<file path="src/rtl/spi_flash_reader.sv">
// rtl/spi_flash_reader.sv - SPI flash READ (0x03) initiator with valid/ready byte output
module spi_flash_reader #(
  parameter int CLK_DIV = 2,
  parameter int CS_GAP  = 4
) (
  input  logic        clock,
  input  logic        resetb,
  input  logic        req_valid,
  output logic        req_ready,
  input  logic [23:0] req_addr,
  input  logic [7:0]  req_len,
  output logic [7:0]  rd_data,
  output logic        rd_valid,
  input  logic        rd_ready,
  output logic        busy,
  output logic        flash_csb,
  output logic        flash_clk,
  output logic        flash_io0,
  input  logic        flash_io1
);

  localparam logic [2:0] ST_IDLE      = 3'd0;
  localparam logic [2:0] ST_SHIFT_OUT = 3'd1;
  localparam logic [2:0] ST_SHIFT_IN  = 3'd2;
  localparam logic [2:0] ST_CS_HOLD   = 3'd3;
  localparam logic [2:0] ST_GAP       = 3'd4;

  localparam logic [7:0] DIV_LAST = 8'(CLK_DIV - 1);
  localparam logic [7:0] GAP_LAST = 8'(CS_GAP - 1);

  logic [2:0]  state_q, state_d;
  logic [7:0]  div_q, div_d;
  logic [7:0]  gap_q, gap_d;
  logic [4:0]  bit_q, bit_d;
  // Bit 31 of the command word goes straight to flash_io0 at accept,
  // so only the remaining 31 bits need to be held here.
  logic [30:0] shift_q, shift_d;
  logic [7:0]  rx_q, rx_d;
  logic [7:0]  hold_q, hold_d;
  logic [8:0]  cnt_q, cnt_d;
  logic        rd_valid_q, rd_valid_d;
  logic        csb_q, csb_d;
  logic        sck_q, sck_d;
  logic        io0_q, io0_d;

  logic        phase_end;
  logic        stall;

  assign phase_end = (div_q == DIV_LAST);
  // A new byte may not start while the previous one is still unclaimed.
  assign stall     = rd_valid_q && !rd_ready && (bit_q == 5'd0);

  // Next-state logic for the transaction sequencer and SPI phase timing
  always_comb begin
    state_d    = state_q;
    div_d      = div_q;
    gap_d      = gap_q;
    bit_d      = bit_q;
    shift_d    = shift_q;
    rx_d       = rx_q;
    hold_d     = hold_q;
    cnt_d      = cnt_q;
    rd_valid_d = rd_valid_q;
    csb_d      = csb_q;
    sck_d      = sck_q;
    io0_d      = io0_q;

    // A load later in this block overrides the clear.
    if (rd_valid_q && rd_ready) begin
      rd_valid_d = 1'b0;
    end

    case (state_q)
      ST_IDLE: begin
        if (req_valid) begin
          shift_d = {7'h03, req_addr};
          io0_d   = 1'b0;
          cnt_d   = (req_len == 8'd0) ? 9'd256 : {1'b0, req_len};
          csb_d   = 1'b0;
          sck_d   = 1'b0;
          div_d   = 8'd0;
          bit_d   = 5'd0;
          state_d = ST_SHIFT_OUT;
        end
      end

      ST_SHIFT_OUT: begin
        if (phase_end) begin
          div_d = 8'd0;
          if (!sck_q) begin
            sck_d = 1'b1;
          end else begin
            sck_d = 1'b0;
            if (bit_q == 5'd31) begin
              bit_d   = 5'd0;
              io0_d   = 1'b0;
              state_d = ST_SHIFT_IN;
            end else begin
              bit_d   = bit_q + 5'd1;
              io0_d   = shift_q[30];
              shift_d = {shift_q[29:0], 1'b0};
            end
          end
        end else begin
          div_d = div_q + 8'd1;
        end
      end

      ST_SHIFT_IN: begin
        if (phase_end) begin
          if (!sck_q) begin
            // While stalled div stays at its last value, so the rising
            // edge fires on the first cycle the holding register is free.
            if (!stall) begin
              div_d = 8'd0;
              sck_d = 1'b1;
              rx_d  = {rx_q[6:0], flash_io1};
            end
          end else begin
            div_d = 8'd0;
            sck_d = 1'b0;
            if (bit_q == 5'd7) begin
              bit_d      = 5'd0;
              hold_d     = rx_q;
              rd_valid_d = 1'b1;
              cnt_d      = cnt_q - 9'd1;
              if (cnt_q == 9'd1) begin
                state_d = ST_CS_HOLD;
              end
            end else begin
              bit_d = bit_q + 5'd1;
            end
          end
        end else begin
          div_d = div_q + 8'd1;
        end
      end

      ST_CS_HOLD: begin
        if (phase_end) begin
          div_d   = 8'd0;
          csb_d   = 1'b1;
          gap_d   = 8'd0;
          state_d = ST_GAP;
        end else begin
          div_d = div_q + 8'd1;
        end
      end

      ST_GAP: begin
        if (gap_q == GAP_LAST) begin
          state_d = ST_IDLE;
        end else begin
          gap_d = gap_q + 8'd1;
        end
      end

      default: begin
        state_d = ST_IDLE;
        csb_d   = 1'b1;
        sck_d   = 1'b0;
        io0_d   = 1'b0;
      end
    endcase
  end

  // State registers; reset idles the bus immediately and drops any partial byte
  always_ff @(posedge clock or negedge resetb) begin
    if (!resetb) begin
      state_q    <= ST_IDLE;
      div_q      <= 8'd0;
      gap_q      <= 8'd0;
      bit_q      <= 5'd0;
      shift_q    <= 31'd0;
      rx_q       <= 8'd0;
      hold_q     <= 8'd0;
      cnt_q      <= 9'd0;
      rd_valid_q <= 1'b0;
      csb_q      <= 1'b1;
      sck_q      <= 1'b0;
      io0_q      <= 1'b0;
    end else begin
      state_q    <= state_d;
      div_q      <= div_d;
      gap_q      <= gap_d;
      bit_q      <= bit_d;
      shift_q    <= shift_d;
      rx_q       <= rx_d;
      hold_q     <= hold_d;
      cnt_q      <= cnt_d;
      rd_valid_q <= rd_valid_d;
      csb_q      <= csb_d;
      sck_q      <= sck_d;
      io0_q      <= io0_d;
    end
  end

  assign req_ready = (state_q == ST_IDLE);
  assign busy      = (state_q != ST_IDLE);
  assign rd_data   = hold_q;
  assign rd_valid  = rd_valid_q;
  assign flash_csb = csb_q;
  assign flash_clk = sck_q;
  assign flash_io0 = io0_q;

endmodule

</file>
<file path="config.mk">
export PLATFORM = sky130hd
export DESIGN_NAME = spi_flash_reader
export DESIGN_NICKNAME = d
export VERILOG_FILES = /design/src/rtl/spi_flash_reader.sv
export SDC_FILE = /design/constraint.sdc
export NUM_CORES = 1
export LEC_CHECK = 0
export ABC_AREA = 1
export CAP_MARGIN = 20
export CORE_MARGIN = 2
export CORE_UTILIZATION = 35
export CTS_CLUSTER_DIAMETER = 150
export DETAILED_ROUTE_END_ITERATION = 6
export SLEW_MARGIN = 10
export SYNTH_ARGS = -nofsm -noshare
export SYNTH_HDL_FRONTEND = slang
export SYNTH_SLANG_ARGS = --single-unit
</file>
<file path="constraint.sdc">
create_clock -name clock -period 2.6 [get_ports clock]
set_clock_uncertainty 0.2 [all_clocks]
set_input_delay 0.26 -clock clock [delete_from_list [all_inputs] [get_ports clock]]
set_output_delay 0.26 -clock clock [all_outputs]
set_load 0.03 [all_outputs]
</file>
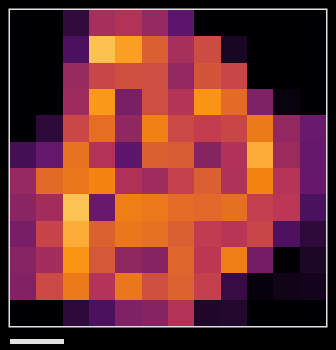
Figure 1: run 1, local utilization.
Scale bar: 20 um. 12 x 12 tiles, from black (low) to pale yellow (high), 0 to 100% covered.
fullest tile: 87%
nearly empty tiles: 19%
tiles over 75% full: 5.6%
emptiest ninth of the die: top right
mean over tiles: 38%

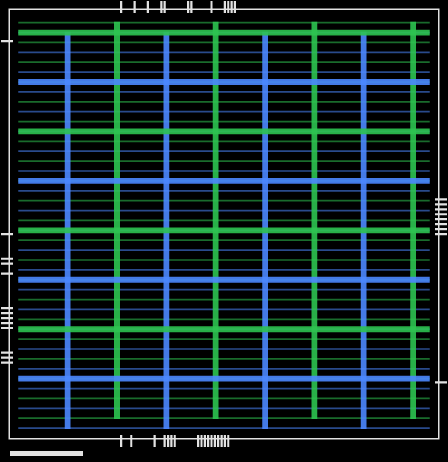
Figure 2: run 1, power grid.
Scale bar: 20 um. Pins as bars on the die edge.
[blue] VSS
[green] VDD
met4 straps: 8
met5 straps: 8
core outline area: 12600 sq um
Die X: 118 um
Peak VDD IR: 0.456 mV
die height: 118 um

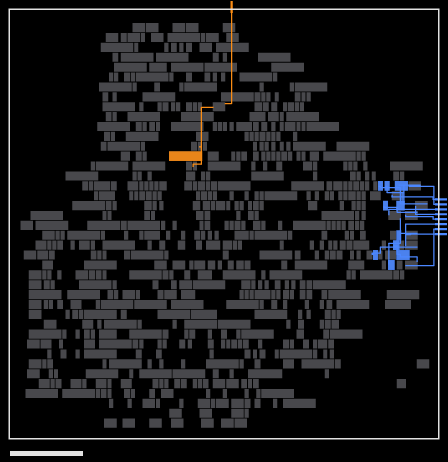
Figure 3: run 1, wires at chosen ports, followed through buffers.
Scale bar: 20 um.
[blue] req_len | bits: 8 | direction: input | edge: right | end cells: 10 | buffers: 8 | wire: 196 um
[orange] flash_clk | bits: 1 | direction: output | edge: top | end cells: 1 | buffers: 1 | wire: 49.6 um

==> run 1: cell usage after synthesis, drive strengths merged (5+ instances only) <==
cell type    n
a21oi       10
inv         83
buf          9
xor2         5
nor2        44
nor3         5
o21ai       93
dfrtp       83
ha           8
nand2      187
nand3       42
nand4        6
clkbuf       7
==> run 1: state kept, by name, summed over array words and instances, names as in the netlist <==
register	count
flash_io0	1
rd_data	8
bit_q	5
cnt_q	9
shift_q	31
rd_valid	1
flash_csb	1
gap_q	8
rx_q	8
flash_clk	1
state_q	3
div_q	8
==> run 1: per-stage QoR <==
stage | setup WS, ns | cell area, sq um | instances | utilization (%) | hold WS (ns)
final | 0.188 | 5490 | 821 | 43.5 | 0.263
after global routing | 0.125 | 5490 | 821 | 43.5 | 0.308
after CTS | 0.167 | 5490 | 821 | 43.5 | 0.275
after detailed placement | 0.418 | 5200 | 804 | 41.2 | 0.0987
after global placement | 0.502 | 5200 | 804 | 41.2 | 0.0995
after floorplan | 0.647 | 4530 | 592 | - | -0.236
==> run 1: layout make-up <==
class / count / area, sq um
clock buffers: 11 / 253
clock inverters: 5 / 33.8
fillers: 1297 / 7130
inverters: 83 / 317
multi-input cells: 409 / 1990
flip-flops and latches: 84 / 2100
well taps: 172 / 215
repair buffers: 57 / 578
==> run 1: cells by family after synthesis <==
group           count (synthesis)  synth area share, %
simple gates                  288                 27.5
compound gates                106                 13.0
buf+inv                        99                 9.48
flops                          84                 46.5
fa+ha+maj                       8                 2.21
xor+xnor                        5                0.967
mux                             2                0.442
==> run 1: worst max-delay path, cell delays in order (launching register included) <==
cell                              delay, ns
sky130_fd_sc_hd__dfrtp_1               0.49
sky130_fd_sc_hd__nor2_4                0.20
sky130_fd_sc_hd__inv_2                 0.07
sky130_fd_sc_hd__nor2_4                0.15
sky130_fd_sc_hd__clkdlybuf4s50_1       0.69
==> run 1: routing by layer <==
layer  vias up  GRT usage (%)  wire [um]
li1       1978              -          -
met1      1782           20.4       4560
met2        50           22.9       4260
met3        11           3.25        328
met4         0           6.85        206
met5         -              0          0
==> run 1: final timing paths <==
kind | start | endpoint | slack [ns] | depth (start not counted)
min in group clock | rx_q[6] | rx_q[6] | 0.28 | 2
max in group asynchronous | resetb | rd_data[3] | 1.31 | 3
setup / recovery | state_q[1] | req_ready | 0.19 | 4
hold reg to reg | rx_q[6] | rx_q[6] | 0.28 | 2
setup reg to reg | bit_q[0] | shift_q[24] | 0.43 | 12
hold / removal | resetb | gap_q[5] | 0.26 | 2
==> run 1: where the power goes <==
part / switching (uW) / internal [uW]
combinational: 1700 / 882
clock: 532 / 699
sequential: 243 / 1710
==> flow_summary.html, run 1 <==
<h3>Flow metrics</h3>
<table>
<tr><th>Metric</th><th>Value</th></tr>
<tr><th colspan="2">Die</th></tr>
<tr><td>I/O pin count</td><td>51</td></tr>
<tr><td>Starting density of the core</td><td>35.9%</td></tr>
<tr><td>Total die area</td><td>13900 sq um</td></tr>
<tr><th colspan="2">Final timing</th></tr>
<tr><td>Count of final hold-check violations</td><td>0</td></tr>
<tr><td>Worst slew margin relative to its limit</td><td>61.5%</td></tr>
<tr><td>Final period utilization</td><td>92.8%</td></tr>
<tr><td>Final Critical Period</td><td>2.41 ns</td></tr>
<tr><td>Setup repair after global routing missed its margin</td><td>no</td></tr>
<tr><td>Setup-violating endpoint count in the final report</td><td>0</td></tr>
<tr><td>Highest clock rate</td><td>0.415 GHz</td></tr>
<tr><td>Number of slew-limit violations in the final report</td><td>0</td></tr>
<tr><td>Total negative slack for setup checks</td><td>0 ns</td></tr>
<tr><td>Transition time of the tightest slew-check pin</td><td>0.576 ns</td></tr>
<tr><th colspan="2">Route</th></tr>
<tr><td>Detailed-route DRC error count</td><td>0</td></tr>
<tr><td>First-iteration detailed-routing DRC count</td><td>246</td></tr>
<tr><td>Routed wire length</td><td>9350 um</td></tr>
<tr><td>Final routed wire length divided by cell count</td><td>11.4 um</td></tr>
<tr><td>Length of the first detailed-routing pass in iterations</td><td>4</td></tr>
<tr><td>Post-route ant nets</td><td>0</td></tr>
<tr><td>Via-per-instance ratio</td><td>4.65</td></tr>
<tr><th colspan="2">Setup path</th></tr>
<tr><td>Critical Path Source Type</td><td>register</td></tr>
<tr><td>Sort of element at the end of the critical path</td><td>output port</td></tr>
<tr><td>Endpoint required time on the critical path</td><td>2.14 ns</td></tr>
<tr><td>CP max FO</td><td>7</td></tr>
<tr><td>Worst EP arrival</td><td>1.95 ns</td></tr>
<tr><td>Critical setup path kind</td><td>register to output port</td></tr>
<tr><th colspan="2">CTS</th></tr>
<tr><td>Number of clock sinks seen by CTS</td><td>84</td></tr>
<tr><td>CTS buffer count</td><td>9</td></tr>
<tr><td>Quantity of hold-fixing buffers added after cts</td><td>1</td></tr>
<tr><td>Clk Latency, worst-skew pair</td><td>0.35 ns</td></tr>
<tr><td>Post-CTS setup repair buffer count</td><td>0</td></tr>
<tr><td>Gates resized, CTS repair</td><td>0</td></tr>
<tr><td>Clock Path Buffers</td><td>2</td></tr>
<tr><td>Root buf cell</td><td>sky130_fd_sc_hd__clkbuf_16</td></tr>
<tr><td>CTS clock-pin slew for the worst setup and hold paths</td><td>0.06 ns</td></tr>
<tr><td>CTS tree</td><td>yes</td></tr>
<tr><th colspan="2">Pwr</th></tr>
<tr><td>Leakage</td><td>0.00265 uW</td></tr>
<tr><td>Power density over the cells</td><td>1050 nW/um^2</td></tr>
<tr><td>Total power</td><td>5760 uW</td></tr>
<tr><th colspan="2">Global route</th></tr>
<tr><td>Largest net degree at the start of global routing</td><td>57</td></tr>
<tr><td>Overall routing resource usage</td><td>15.0%</td></tr>
<tr><td>Number of global-route vias before repair</td><td>3749</td></tr>
<tr><td>Initial antenna violation count</td><td>0</td></tr>
<tr><td>GRT Residual Overflow</td><td>0</td></tr>
<tr><th colspan="2">Status</th></tr>
<tr><td>Run status</td><td>finished, final reports clean</td></tr>
<tr><th colspan="2">Synthesis</th></tr>
<tr><td>FF+latch count, synth</td><td>84</td></tr>
<tr><td>Ranking of synthesized cells by area</td><td>sky130_fd_sc_hd__dfrtp_1 (46%), sky130_fd_sc_hd__nand2_1 (15%), sky130_fd_sc_hd__o21ai_0 (8.4%), sky130_fd_sc_hd__inv_1 (6.6%), sky130_fd_sc_hd__nand3_1 (4.0%)</td></tr>
<tr><td>Tally of unique sky130hd cells used after synthesis</td><td>32</td></tr>
<tr><td>Chip area estimate from yosys synthesis</td><td>4530 sq um</td></tr>
<tr><td>EDFF count, synth</td><td>0</td></tr>
<tr><td>Yosys stat cell total</td><td>592</td></tr>
<tr><td>Mean area per synthesized cell</td><td>7.65 sq um</td></tr>
<tr><td>Dominant flop cell</td><td>sky130_fd_sc_hd__dfrtp_1</td></tr>
<tr><td>Top cell type's share of synthesized area</td><td>45.9%</td></tr>
<tr><td>Post-synthesis instance area</td><td>4530 sq um</td></tr>
<tr><td>Synth Warn #</td><td>0</td></tr>
<tr><td>Number of nets at floorplan</td><td>637</td></tr>
<tr><td>Synth Seq Share</td><td>46.5%</td></tr>
<tr><td>Share of async-settable or async-resettable flops after synthesis</td><td>100%</td></tr>
<tr><td>Cell taking the most area after synthesis</td><td>sky130_fd_sc_hd__dfrtp_1</td></tr>
<tr><th colspan="2">Placement</th></tr>
<tr><td>Weighted congestion reported at the end of routability-driven placement</td><td>0.851</td></tr>
<tr><td>Hpwl dp</td><td>6610 um</td></tr>
<tr><th colspan="2">Job</th></tr>
<tr><td>Max-cap violation count</td><td>0</td></tr>
<tr><td>OpenROAD warning count</td><td>29</td></tr>
<tr><th colspan="2">Layout</th></tr>
<tr><td>Final net count</td><td>689</td></tr>
<tr><td>Final antenna diode count</td><td>0</td></tr>
<tr><td>Top logic cell by instance count in the layout</td><td>sky130_fd_sc_hd__nand2_1</td></tr>
<tr><td>Fraction of layout instances using a drive strength above 1</td><td>9.09%</td></tr>
<tr><td>Most frequent logic cells in the routed design</td><td>sky130_fd_sc_hd__nand2_1 (181), sky130_fd_sc_hd__dfrtp_1 (83), sky130_fd_sc_hd__inv_1 (79)</td></tr>
<tr><td>Synth-to-layout area growth</td><td>21.4%</td></tr>
<tr><th colspan="2">Worst hold path</th></tr>
<tr><td>Hold WC Path Type</td><td>primary input to asynchronous set/reset pin</td></tr>
</table>
==> run 2: changes to the inputs <==
--- a/config.mk
+++ b/config.mk
@@ -11,7 +11,7 @@
 export CORE_UTILIZATION = 35
 export CTS_CLUSTER_DIAMETER = 150
 export DETAILED_ROUTE_END_ITERATION = 6
-export SLEW_MARGIN = 10
+export SLEW_MARGIN = 25
 export SYNTH_ARGS = -nofsm -noshare
 export SYNTH_HDL_FRONTEND = slang
 export SYNTH_SLANG_ARGS = --single-unit
==> run 2 against run 1 <==
Against the previous run:
- critical path depth is the same
- area after synthesis did not move
- final cell count is the same
- via count unchanged
- count of clock-buffer cells in the layout did not move
- first-iteration DRC count stayed put
- sequential power about the same
- clock power about the same
- combinational power about the same
- critical path type unchanged
- largest cell class unchanged
- highest routed layer unchanged
==> flow_summary.html, run 2 <==
<h3>Flow metrics</h3>
<table>
<tr><th>Metric</th><th>Value</th></tr>
<tr><th colspan="2">Setup path</th></tr>
<tr><td>Cells along the critical path</td><td>nor2_4 &gt; inv_2 &gt; nor2_4 &gt; clkdlybuf4s50_1</td></tr>
<tr><td>CP top delay family</td><td>buffers and inverters</td></tr>
<tr><td>Cell repeated most along the worst path</td><td>sky130_fd_sc_hd__nor2_4</td></tr>
<tr><td>Buf+Inv Stages, Crit Path</td><td>2</td></tr>
<tr><td>Slowest stage delay, CP</td><td>0.69 ns</td></tr>
<tr><td>CP max FO</td><td>7</td></tr>
<tr><td>Critical Path Source Type</td><td>register</td></tr>
<tr><td>Endpoint required time on the critical path</td><td>2.14 ns</td></tr>
<tr><th colspan="2">Die</th></tr>
<tr><td>Die height</td><td>118 um</td></tr>
<tr><td>Total die area</td><td>13900 sq um</td></tr>
<tr><th colspan="2">Final timing</th></tr>
<tr><td>Count of final hold-check violations</td><td>0</td></tr>
<tr><td>Final period utilization</td><td>92.8%</td></tr>
<tr><td>Setup repair after global routing missed its margin</td><td>no</td></tr>
<tr><th colspan="2">Synthesis</th></tr>
<tr><td>FF+latch count, synth</td><td>84</td></tr>
<tr><td>Dominant flop cell</td><td>sky130_fd_sc_hd__dfrtp_1</td></tr>
<tr><td>Tally of unique sky130hd cells used after synthesis</td><td>32</td></tr>
<tr><td>Yosys stat cell total</td><td>592</td></tr>
<tr><td>Number of nets at floorplan</td><td>637</td></tr>
<tr><td>Cell taking the most area after synthesis</td><td>sky130_fd_sc_hd__dfrtp_1</td></tr>
<tr><td>Top cell type by instance count after synthesis</td><td>sky130_fd_sc_hd__nand2_1</td></tr>
<tr><th colspan="2">CTS</th></tr>
<tr><td>Post-CTS setup repair buffer count</td><td>0</td></tr>
<tr><td>CTS clock-pin slew for the worst setup and hold paths</td><td>0.06 ns</td></tr>
<tr><td>CTS tree</td><td>yes</td></tr>
<tr><th colspan="2">Worst hold path</th></tr>
<tr><td>Hold WC Path Type</td><td>primary input to asynchronous set/reset pin</td></tr>
<tr><th colspan="2">Global route</th></tr>
<tr><td>Number of global-route vias before repair</td><td>3749</td></tr>
<tr><td>Overall routing resource usage</td><td>15.0%</td></tr>
<tr><th colspan="2">Pwr</th></tr>
<tr><td>Internal power consumption</td><td>3290 uW</td></tr>
<tr><td>Switching part of the total power</td><td>42.9%</td></tr>
<tr><td>Combinational fraction of design power</td><td>44.7%</td></tr>
<tr><td>Power density over the cells</td><td>1050 nW/um^2</td></tr>
<tr><td>Proportion of power drawn by the clock network</td><td>21.4%</td></tr>
<tr><th colspan="2">Route</th></tr>
<tr><td>Final routed wire length divided by cell count</td><td>11.4 um</td></tr>
<tr><td>Via-per-instance ratio</td><td>4.65</td></tr>
<tr><td>First-iteration detailed-routing DRC count</td><td>246</td></tr>
<tr><th colspan="2">Layout</th></tr>
<tr><td>Largest registers</td><td>shift_q (31), cnt_q (9)</td></tr>
<tr><td>Filler cell count in the final layout</td><td>1297</td></tr>
<tr><td>Top logic cell by instance count in the layout</td><td>sky130_fd_sc_hd__nand2_1</td></tr>
<tr><td>Register area</td><td>2100 sq um</td></tr>
<tr><td>Most frequent logic cells in the routed design</td><td>sky130_fd_sc_hd__nand2_1 (181), sky130_fd_sc_hd__dfrtp_1 (83), sky130_fd_sc_hd__inv_1 (79)</td></tr>
<tr><td>Final design instance area without fill</td><td>5490 sq um</td></tr>
<tr><td>Flip-flop count of the largest register, all copies and words added</td><td>31</td></tr>
<tr><th colspan="2">Status</th></tr>
<tr><td>Run status</td><td>finished, final reports clean</td></tr>
<tr><th colspan="2">Job</th></tr>
<tr><td>OpenROAD warning count</td><td>29</td></tr>
<tr><th colspan="2">Placement</th></tr>
<tr><td>Dpl cells</td><td>804</td></tr>
<tr><td>Weighted congestion reported at the end of routability-driven placement</td><td>0.851</td></tr>
<tr><td>Area post-placement</td><td>5200 sq um</td></tr>
</table>
## run 2: power by group through the flow
stage               combinational (uW)  clock, uW  sequential (uW)
floorplan                         2060          0             1940
global placement                  2550          0             1970
detailed placement                2600          0             1970
CTS                               2610       1270             1950
global route                      3000       1320             2010
finish                            2580       1230             1950
## run 2: cells by family (layout without fill, tap and decap cells)
| kind of cell | after synthesis | count (layout) | synth area share, % |
|---|---|---|---|
| DFF | 84 | 84 | 46.5 |
| and+or+nand+nor | 288 | 288 | 27.5 |
| xor gates and xnor gates | 5 | 5 | 0.967 |
| muxes | 2 | 2 | 0.442 |
| AOI/OAI and AO/OA | 106 | 106 | 13.0 |
| adders and majority gates | 8 | 8 | 2.21 |
| buffers and inverters | 99 | 156 | 9.48 |
## run 2: final cells by class
class / instances / share of cell area [%]
Sequential cell: 84 / 38.3
Multi-Input combinational cell: 409 / 36.3
Timing Repair Buffer: 57 / 10.5
Inverter: 83 / 5.76
Clock buffer: 11 / 4.60
Tap cell: 172 / 3.92
Clock inverter: 5 / 0.615
## run 2: routing by layer
| metal | up-vias | GRT usage (%) | routed length, um |
|---|---|---|---|
| li1 | 1978 | - | - |
| met4 | 0 | 6.85 | 206 |
| met3 | 11 | 3.25 | 328 |
| met2 | 50 | 22.9 | 4260 |
| met5 | - | 0 | 0 |
| met1 | 1782 | 20.4 | 4560 |
## run 2: timing repair
action                    4_1_cts  5_1_grt
hold endpoints to repair       41        0
gates resized                   0        0
hold buffers                    1        0
## run 2: path summary, 6_finish.rpt
kind                       startpoint          end  slack (ns)  cells after the start
hold / removal                 resetb     gap_q[5]        0.26                      2
hold reg to reg               rx_q[6]      rx_q[6]        0.28                      2
setup / recovery           state_q[1]    req_ready        0.19                      4
setup reg to reg             bit_q[0]  shift_q[24]        0.43                     12
min in group clock            rx_q[6]      rx_q[6]        0.28                      2
max in group asynchronous      resetb   rd_data[3]        1.31                      3
## run 2: through the flow
step | hold WS [ns] | setup slack (ns) | util [%]
2_1_floorplan | -0.236 | 0.647 | -
3_3_place_gp | 0.0995 | 0.502 | 41.2
3_5_place_dp | 0.0987 | 0.418 | 41.2
4_1_cts | 0.275 | 0.167 | 43.5
5_1_grt | 0.308 | 0.125 | 43.5
6_report | 0.263 | 0.188 | 43.5
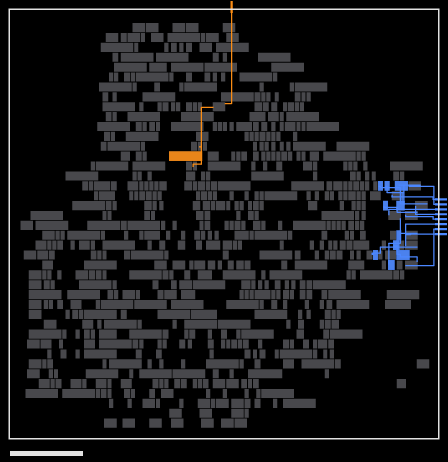
Figure 4: run 2, wires at chosen ports, followed through buffers.
Scale bar: 20 um.
[blue] req_len | bits: 8 | direction: input | edge: right | end cells: 10 | buffers: 8 | wire: 196 um
[orange] flash_clk | bits: 1 | direction: output | edge: top | end cells: 1 | buffers: 1 | wire: 49.6 um
number of port buffers: 50
I/O pin count: 51

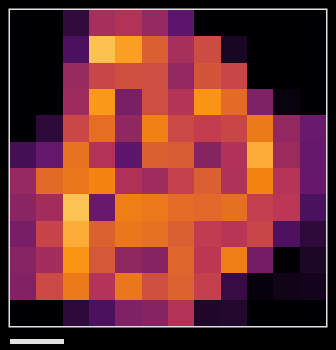
Figure 5: run 2, local utilization.
Scale bar: 20 um. 12 x 12 tiles, from black (low) to pale yellow (high), 0 to 100% covered.
mean over tiles: 38%
emptiest ninth of the die: top right
nearly empty tiles: 19%
fullest tile: 87%
tiles over 75% full: 5.6%
post-layout util: 43.5%
starting density of the core: 35.9%

==> run 3: changes to the inputs <==
==> constraint.sdc (replaced) <==
create_clock -name clock -period 2.1 [get_ports clock]
set_clock_uncertainty 0.2 [all_clocks]
set_input_delay 0.21 -clock clock [delete_from_list [all_inputs] [get_ports clock]]
set_output_delay 0.21 -clock clock [all_outputs]
set_load 0.03 [all_outputs]
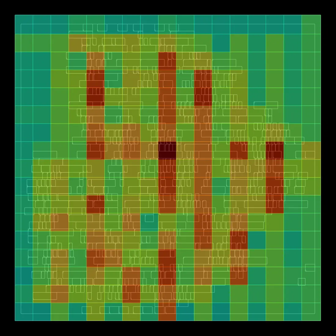
Figure 6: run 3, congestion heat map.
fraction of met2 tracks used by global routing: 24.3%
most used routing layer: met2

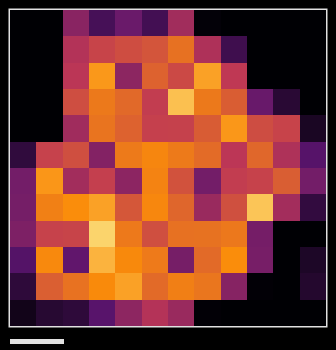
Figure 7: run 3, local utilization.
Scale bar: 20 um. 12 x 12 tiles, from black (low) to pale yellow (high), 0 to 100% covered.
emptiest ninth of the die: top right
mean over tiles: 40%
fullest tile: 91%
nearly empty tiles: 22%
tiles over 75% full: 8.3%

==> run 3 against run 2 <==
Against the previous run:
- clock power rose by 22%
- critical path type unchanged
- highest routed layer unchanged
- worst setup slack got worse by 0.094 ns
- final area rose by 4.5%
- first-iteration DRC count fell by 23%
- utilization rose by 2.0 points
- power rose by 34%
- via count rose by 2.9%
- global-route usage fell by 0.34 points
==> flow_summary.html, run 3 <==
<h3>Flow metrics</h3>
<table>
<tr><th>Metric</th><th>Value</th></tr>
<tr><th colspan="2">Status</th></tr>
<tr><td>Run status</td><td>finished, final reports clean</td></tr>
<tr><th colspan="2">Layout</th></tr>
<tr><td>Fraction of layout instances using a drive strength above 1</td><td>12.9%</td></tr>
<tr><td>Flip-flop count of the largest register, all copies and words added</td><td>31</td></tr>
<tr><td>Final antenna diode count</td><td>0</td></tr>
<tr><td>Most frequent logic cells in the routed design</td><td>sky130_fd_sc_hd__nand2_1 (178), sky130_fd_sc_hd__dfrtp_1 (83), sky130_fd_sc_hd__inv_1 (76)</td></tr>
<tr><td>Final design instance area without fill</td><td>5740 sq um</td></tr>
<tr><td>Synth-to-layout area growth</td><td>26.8%</td></tr>
<tr><th colspan="2">CTS</th></tr>
<tr><td>Clock Path Buffers</td><td>2</td></tr>
<tr><td>Root buf cell</td><td>sky130_fd_sc_hd__clkbuf_16</td></tr>
<tr><td>CTS buffer count</td><td>9</td></tr>
<tr><td>Number of clock sinks seen by CTS</td><td>84</td></tr>
<tr><td>CTS tree</td><td>yes</td></tr>
<tr><td>CTS clock-pin slew for the worst setup and hold paths</td><td>0.06 ns</td></tr>
<tr><td>Clk Latency, worst-skew pair</td><td>0.35 ns</td></tr>
<tr><th colspan="2">Global route</th></tr>
<tr><td>Overall routing resource usage</td><td>14.7%</td></tr>
<tr><td>GRT Residual Overflow</td><td>0</td></tr>
<tr><td>Largest net degree at the start of global routing</td><td>50</td></tr>
<tr><td>Initial antenna violation count</td><td>0</td></tr>
<tr><th colspan="2">Final timing</th></tr>
<tr><td>Setup-violating endpoint count in the final report</td><td>0</td></tr>
<tr><td>Count of final hold-check violations</td><td>0</td></tr>
<tr><td>Final period utilization</td><td>95.5%</td></tr>
<tr><td>Final Critical Period</td><td>2.01 ns</td></tr>
<tr><th colspan="2">Die</th></tr>
<tr><td>I/O pin count</td><td>51</td></tr>
<tr><td>Starting density of the core</td><td>35.9%</td></tr>
<tr><td>Die height</td><td>118 um</td></tr>
<tr><th colspan="2">Pwr</th></tr>
<tr><td>Power density over the cells</td><td>1350 nW/um^2</td></tr>
<tr><td>Leakage</td><td>0.00276 uW</td></tr>
<tr><td>Peak VDD IR</td><td>0.557 mV</td></tr>
<tr><th colspan="2">Setup path</th></tr>
<tr><td>Critical Path Source Type</td><td>register</td></tr>
<tr><td>Cell repeated most along the worst path</td><td>sky130_fd_sc_hd__nor2_4</td></tr>
<tr><td>Register-to-register path setup slack</td><td>0.10 ns</td></tr>
<tr><td>Endpoint required time on the critical path</td><td>1.69 ns</td></tr>
<tr><td>Critical setup path kind</td><td>register to output port</td></tr>
<tr><td>Worst EP arrival</td><td>1.60 ns</td></tr>
<tr><th colspan="2">Synthesis</th></tr>
<tr><td>FF+latch count, synth</td><td>84</td></tr>
<tr><td>Synth Warn #</td><td>0</td></tr>
<tr><td>Yosys stat cell total</td><td>592</td></tr>
<tr><td>Synth Seq Share</td><td>46.5%</td></tr>
<tr><td>Dominant flop cell</td><td>sky130_fd_sc_hd__dfrtp_1</td></tr>
<tr><td>EDFF count, synth</td><td>0</td></tr>
<tr><td>Cell taking the most area after synthesis</td><td>sky130_fd_sc_hd__dfrtp_1</td></tr>
<tr><td>Mean area per synthesized cell</td><td>7.65 sq um</td></tr>
<tr><td>Top cell type by instance count after synthesis</td><td>sky130_fd_sc_hd__nand2_1</td></tr>
<tr><td>Chip area estimate from yosys synthesis</td><td>4530 sq um</td></tr>
<tr><td>Post-synthesis instance area</td><td>4530 sq um</td></tr>
<tr><td>Ranking of synthesized cells by area</td><td>sky130_fd_sc_hd__dfrtp_1 (46%), sky130_fd_sc_hd__nand2_1 (15%), sky130_fd_sc_hd__o21ai_0 (8.4%), sky130_fd_sc_hd__inv_1 (6.6%), sky130_fd_sc_hd__nand3_1 (4.0%)</td></tr>
<tr><th colspan="2">Job</th></tr>
<tr><td>OpenROAD warning count</td><td>30</td></tr>
<tr><th colspan="2">Route</th></tr>
<tr><td>First-iteration detailed-routing DRC count</td><td>189</td></tr>
<tr><td>Via-per-instance ratio</td><td>4.69</td></tr>
<tr><td>Routed wire length</td><td>9810 um</td></tr>
<tr><td>Length of the first detailed-routing pass in iterations</td><td>5</td></tr>
<tr><td>Final routed wire length divided by cell count</td><td>11.7 um</td></tr>
<tr><th colspan="2">Placement</th></tr>
<tr><td>Weighted congestion reported at the end of routability-driven placement</td><td>0.876</td></tr>
<tr><td>Dpl cells</td><td>814</td></tr>
<tr><th colspan="2">Worst hold path</th></tr>
<tr><td>Hold WC Path Type</td><td>primary input to asynchronous set/reset pin</td></tr>
</table>
-- run 3: cell counts after synthesis --
No cell type changed its count.
-- run 3: final timing paths --
check	to	start
setup / recovery	req_ready	state_q[1]
hold / removal	gap_q[4]	resetb
setup reg to reg	shift_q[24]	state_q[1]
hold reg to reg	rx_q[4]	rx_q[4]
max in group asynchronous	div_q[5]	resetb
min in group clock	rx_q[0]	flash_io1
-- run 3: cell families (layout without fill, tap and decap cells) --
group | after synthesis | in the layout | synth area share, %
AOI/OAI and AO/OA | 106 | 106 | 13.0
buffers and inverters | 99 | 173 | 9.48
and+or+nand+nor | 288 | 288 | 27.5
muxes | 2 | 2 | 0.442
adders and majority gates | 8 | 8 | 2.21
xor gates and xnor gates | 5 | 5 | 0.967
DFF | 84 | 84 | 46.5
-- run 3: metrics by stage --
step,TNS (ns),worst slack [ns],hold WS [ns],util [%]
after floorplan,0,0.147,-0.286,-
after global placement,0,0.0910,-0.00185,41.8
after detailed placement,0,0.0276,-0.00323,41.8
after CTS,0,0.0127,0.169,44.1
after global routing,-0.115,-0.0240,0.209,45.5
final,0,0.0939,0.161,45.5
-- run 3: cell type report --
type | count | area [sq um]
clock buffers | 15 | 278
clock inverters | 1 | 5.00
fillers | 1239 | 6880
inverters | 83 | 319
multi-input cells | 409 | 2050
flip-flops and latches | 84 | 2100
well taps | 172 | 215
repair buffers | 74 | 774
-- run 3: critical path: cells and delay by family, from the launching register on --
| family | cells | cell delay [ns] |
|---|---|---|
| buffers and inverters | 2 | 0.49 |
| DFF | 1 | 0.48 |
| and+or+nand+nor | 2 | 0.28 |
-- run 3: where the power goes --
part           internal (uW)  leakage, uW  total, uW  switching [uW]
clock                    897     0.000140       1500             607
sequential              2120      0.00109       2430             309
combinational           1510      0.00153       3810            2300
-- run 3: routing by layer --
layer / routed length [um] / GRT usage (%) / vias to the layer above
met2: 4680 / 24.3 / 56
met4: 195 / 7.30 / 0
met5: 0 / 0 / -
li1: - / - / 2027
met1: 4610 / 18.4 / 1834
met3: 329 / 2.76 / 14
-- run 3: what timing repair did --
| item | CTS | global route |
|---|---|---|
| setup endpoints to repair | 2 | 61 |
| cloned | 0 | 4 |
| hold endpoints to repair | 32 | 0 |
| gates resized | 2 | 24 |
| setup buffers | 0 | 3 |
| hold buffers | 1 | 0 |
| pin swaps | 0 | 4 |
Power figures rest on the tool's default switching activity, not on a simulated workload.
